==> src/rtl/shifter_palette.sv <==
// -----------------------------------------------------------------------------
// shifter_palette
//   Colour palette of the video shifter. It holds 16 entries of 12 bits
//   (R = [11:8], G = [7:4], B = [3:0]), written and read over the CPU bus,
//   and turns each pixel index into registered gun intensities.
//
// Parameters
//   STE          1 = 4-bit-per-gun STe palette, 0 = 3-bit ST palette
//
// Ports
//   clksys       in   1   system clock, all logic on its rising edge
//   nReset       in   1   asynchronous active-low reset
//   pixClk       in   1   pixel clock level, sampled on clksys
//   color_index  in   4   pixel index from the video stage
//   rez          in   2   0 low, 1 medium, 2 mono, 3 reserved
//   blank        in   1   active-high blanking
//   cs           in   1   palette register select, active-high
//   rw           in   1   1 read, 0 write
//   addr         in   4   palette entry number
//   uds, lds     in   1   upper / lower byte strobes, active-high
//   din          in  16   CPU write data
//   dout         out 16   CPU read data (registered)
//   dtack        out  1   bus acknowledge (registered)
//   R, G, B      out  4   gun intensities (registered)
// -----------------------------------------------------------------------------
module shifter_palette #(
    parameter int unsigned STE = 32'd1
) (
    input  logic        clksys,
    input  logic        nReset,
    input  logic        pixClk,
    input  logic [3:0]  color_index,
    input  logic [1:0]  rez,
    input  logic        blank,
    input  logic        cs,
    input  logic        rw,
    input  logic [3:0]  addr,
    input  logic        uds,
    input  logic        lds,
    input  logic [15:0] din,
    output logic [15:0] dout,
    output logic        dtack,
    output logic [3:0]  R,
    output logic [3:0]  G,
    output logic [3:0]  B
);

    // Nibble to gun intensity. The STe keeps its extra LSB in bit 3 of the
    // stored nibble, so it is rotated down to the bottom.
    function automatic logic [3:0] gun_level(input logic [3:0] n);
        if (STE != 32'd0) begin
            gun_level = {n[2:0], n[3]};
        end else begin
            gun_level = {n[2:0], 1'b0};
        end
    endfunction

    function automatic logic [11:0] map_entry(input logic [11:0] e);
        map_entry = {gun_level(e[11:8]), gun_level(e[7:4]), gun_level(e[3:0])};
    endfunction

    // The ST palette has no bit 3 per gun; those bits always read back zero.
    function automatic logic [11:0] st_mask(input logic [11:0] w);
        if (STE != 32'd0) begin
            st_mask = w;
        end else begin
            st_mask = w & 12'h777;
        end
    endfunction

    logic [11:0] palette_r [16];
    logic        pix_prev_r;
    logic        cs_prev_r;
    logic        arm_r;
    logic [11:0] rgb_r;
    logic [15:0] dout_r;
    logic        dtack_r;

    logic        pix_edge_s;
    logic        bus_edge_s;
    logic [11:0] wr_word_s;
    logic [11:0] lut_entry_s;
    logic        mono_p_s;
    logic [11:0] rgb_next_s;
    logic        unused_s;

    // Bits 15:12 of the bus word have no storage behind them.
    assign unused_s = ^din[15:12];

    // arm_r blocks edge detection for the first cycle after reset release so
    // that a pixClk or cs already high at release is not taken as an edge.
    assign pix_edge_s = arm_r & pixClk & ~pix_prev_r;
    assign bus_edge_s = arm_r & cs & ~cs_prev_r;
    assign wr_word_s  = st_mask(din[11:0]);

    // Edge-detect history and post-reset arming flag.
    always_ff @(posedge clksys or negedge nReset) begin
        if (!nReset) begin
            pix_prev_r <= 1'b0;
            cs_prev_r  <= 1'b0;
            arm_r      <= 1'b0;
        end else begin
            pix_prev_r <= pixClk;
            cs_prev_r  <= cs;
            arm_r      <= 1'b1;
        end
    end

    // Palette storage: one byte-laned write per cs assertion.
    always_ff @(posedge clksys or negedge nReset) begin
        if (!nReset) begin
            for (int i = 32'sd0; i < 32'sd16; i++) begin
                palette_r[i] <= 12'h000;
            end
        end else if (bus_edge_s && !rw) begin
            if (uds) begin
                palette_r[addr][11:8] <= wr_word_s[11:8];
            end
            if (lds) begin
                palette_r[addr][7:0] <= wr_word_s[7:0];
            end
        end
    end

    // Next pixel colour from the current index, rez and blank. It reads the
    // pre-write palette contents, so a same-cycle write shows up next pixel.
    always_comb begin
        lut_entry_s = 12'h000;
        mono_p_s    = 1'b0;
        rgb_next_s  = 12'h000;
        if (blank) begin
            rgb_next_s = 12'h000;
        end else begin
            case (rez)
                2'd0: begin
                    lut_entry_s = palette_r[color_index];
                    rgb_next_s  = map_entry(lut_entry_s);
                end
                2'd1: begin
                    lut_entry_s = palette_r[{2'b00, color_index[1:0]}];
                    rgb_next_s  = map_entry(lut_entry_s);
                end
                2'd2: begin
                    // Mono: entry 0 bit 0 inverts the sense of the pixel bit.
                    mono_p_s   = color_index[0] ^ palette_r[0][0];
                    rgb_next_s = mono_p_s ? 12'h000 : 12'hFFF;
                end
                default: begin
                    rgb_next_s = 12'h000;
                end
            endcase
        end
    end

    // Gun outputs update only on a pixel edge and hold otherwise.
    always_ff @(posedge clksys or negedge nReset) begin
        if (!nReset) begin
            rgb_r <= 12'h000;
        end else if (pix_edge_s) begin
            rgb_r <= rgb_next_s;
        end else begin
            rgb_r <= rgb_r;
        end
    end

    // Bus read data and acknowledge.
    always_ff @(posedge clksys or negedge nReset) begin
        if (!nReset) begin
            dout_r  <= 16'h0000;
            dtack_r <= 1'b0;
        end else begin
            if (bus_edge_s && rw) begin
                dout_r <= {4'h0, palette_r[addr]};
            end else begin
                dout_r <= dout_r;
            end
            if (bus_edge_s) begin
                dtack_r <= 1'b1;
            end else if (!cs) begin
                dtack_r <= 1'b0;
            end else begin
                dtack_r <= dtack_r;
            end
        end
    end

    assign R     = rgb_r[11:8];
    assign G     = rgb_r[7:4];
    assign B     = rgb_r[3:0];
    assign dout  = dout_r;
    assign dtack = dtack_r;

endmodule

==> config.mk <==
export PLATFORM = sky130hd
export DESIGN_NAME = shifter_palette
export DESIGN_NICKNAME = d
export VERILOG_FILES = /design/src/rtl/shifter_palette.sv
export SDC_FILE = /design/constraint.sdc
export NUM_CORES = 1
export LEC_CHECK = 0
export ABC_CLOCK_PERIOD_IN_PS = 2400
export CAP_MARGIN = 20
export CORE_MARGIN = 2
export CORE_UTILIZATION = 25
export CTS_BUF_LIST = sky130_fd_sc_hd__clkbuf_8 sky130_fd_sc_hd__clkbuf_16
export DETAILED_ROUTE_END_ITERATION = 10
export MAX_ROUTING_LAYER = met4
export PLACE_DENSITY_LB_ADDON = 0.25
export REMOVE_ABC_BUFFERS = 1
export SLEW_MARGIN = 10
export SYNTH_ARGS = -nofsm -noshare
export SYNTH_HDL_FRONTEND = slang
export SYNTH_SLANG_ARGS = --single-unit
==> constraint.sdc <==
create_clock -name clksys -period 2.4 [get_ports clksys]
set_input_delay 0.36 -clock clksys [delete_from_list [all_inputs] [get_ports clksys]]
set_output_delay 0.36 -clock clksys [all_outputs]
set_load 0.03 [all_outputs]
Fig. 1: clock routing
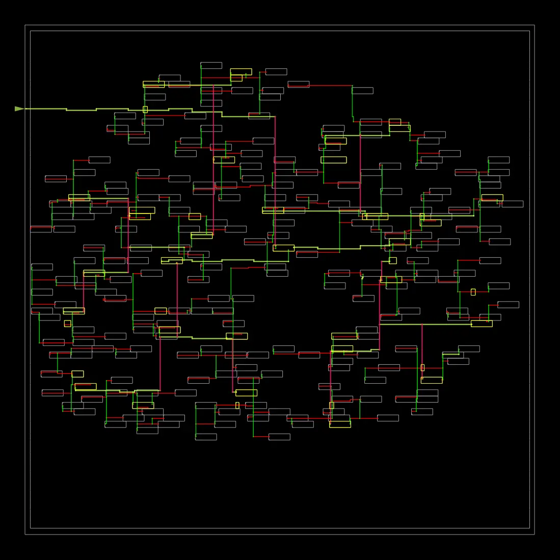
P_clk: 4130 uW
Seq cells: 220
clk_lat worst skew: 550 ps
# clk buffers: 32

Fig. 2: signal metal coverage by tile
Scale: 1.5 px per um. The die is cut into 22 by 22 equal tiles; black is low, pale yellow is high, scaled to the fullest tile. Values are wire area over tile area, all layers added.
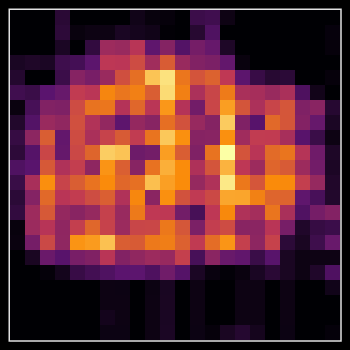
emptiest ninth of the die: south-east
fullest tile: 0.40
tiles over half the peak: 27%
total global-route track usage: 16.0%
DRT Wirelength: 37.2 mm

Fig. 3: sequential cells colored by netlist name
Scale: 1.5 px per um. Other sequential cells in the stronger gray, the rest of the logic in the fainter gray.
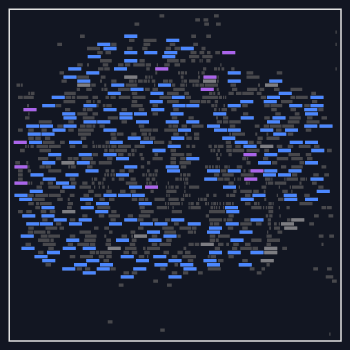
legend:
  purple:
    signal: rgb_r
    placed_flops: 12
  blue:
    signal: palette_r
    placed_flops: 192
not colored: 16
Seq area share: 38.1%
sequential power: 4040 uW
post-layout util: 31.2%
register area: 0.00551 mm2

==> flow_summary.toml <==
# flow metrics
[status]
status = "completed"

[floorplan]
rows = 79
io_pins = 63

[finish]
largest-register = "palette_r"
n_fill_cell = 4639
combGateArea_mm2 = 0.00587
layout_top_cells = "252 x mux2_2, 220 x dfrtp_1, 71 x mux4_2"
layout.nonclk_buf_share_pct = 9.96

[final_timing]
hold_viol_final = 0
worst_clock_skew_ps = 13.6
whs_ps = 249

[pwr]
power.switching_uw = 2380
seqPwrFrac_pct = 43.2
top_power_group = "the clock network"
pwr_density_cell_mw_per_mm2 = 646
power.internal_uw = 6970
leakage_uw = 0.00655

[grt]
antenna_found_initial = 0
grt_max_degree = 75

[clocking]
post_cts_buffers = 0
clockRootBuffer = "clkbuf_16"
clk_pin_slew_ps = 60
cts.sinks = 220
holdBufCountCts = 1

[routing]
met1Wirelength_mm = 17.6
vias_per_cell = 4.98
dr_total_vias = 7844
ant_nets = 0

[synth]
top_cell_area_share_pct = 47.1
syn_area_per_cell_um2 = 13.8
yosysTopAreaCell = "dfrtp_1"
yosysWarningCount = 0
synthCells = 848

[critical_path]
cpPeakStageDelay_ps = 700
timing.critical_path.buf_inv = 1
path_depth = 1
worstPathArrival_ps = 1660
r2r-end = "rgb_r[4]"
worstSetupEndpointType = "output port"
crit_required_ps = 2040
cpMaxStageDelayCell = "clkdlybuf4s50_1"
endpoint = "G[2]"

[worst_hold_path]
hold_class = "input pin to async pin"

[place]
dp_hpwl_mm = 25.7
Fig. 4: cells by drive strength
Scale: 2 px per um.
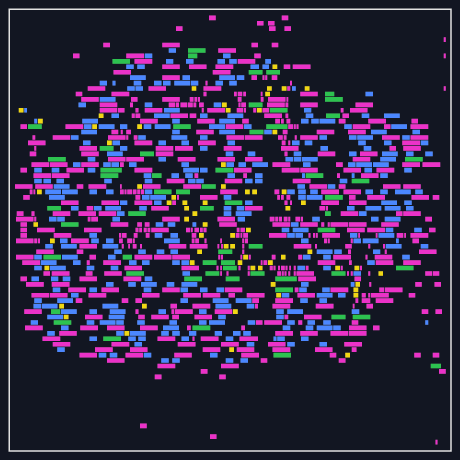
legend:
  magenta:
    size: _0 and _1 cells
    cells: 506
    share: 52%
  green:
    size: _6 and larger
    cells: 59
    share: 6.1%
  blue:
    size: _2 cells
    cells: 337
    share: 35%
  yellow:
    size: _3 and _4 cells
    cells: 65
    share: 6.7%
final instance area: 0.0145 mm2
Plain + repair buffers: 139

Fig. 5: the metal 3 layer
Scale: 2 px per um.
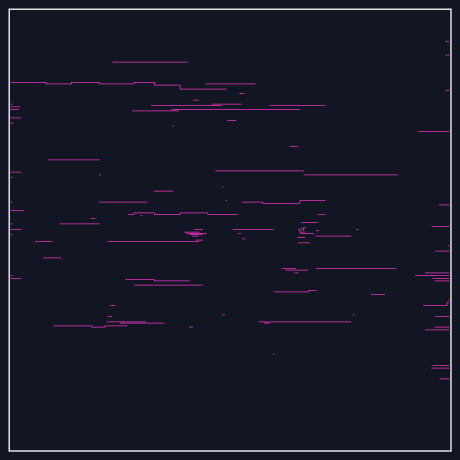
wire length on this layer: 1280 um
share of all routed wire: 3.4%
longest straight run: 63.9 um

==> synth_stat cells (all sizes together) <==
library cell / count
mux2: 252
dfrtp: 220
mux4: 72
nand2: 50
clkbuf: 41
nor2: 32
buf: 26
a21oi: 25
mux2i: 24
o22ai: 24
a211oi: 23
nor3: 15
a221o: 12
o21ai: 11
nor2b: 4
nand2b: 3
conb: 2
or2: 2
a211o: 1
and2: 1
and3b: 1
and4bb: 1
inv: 1
nand3: 1
nand3b: 1
nor3b: 1
o21a: 1
o221ai: 1
==> logic make-up (layout without fill, tap and decap cells) <==
group	after synthesis	in the layout	share of synthesized area, %
simple gates	112	112	4.17
flops	220	220	47.1
other cells	2	5	0.0643
compound gates	98	98	5.55
buf+inv	68	184	2.82
mux	348	348	40.3
Power is estimated from default activity; no workload was simulated.
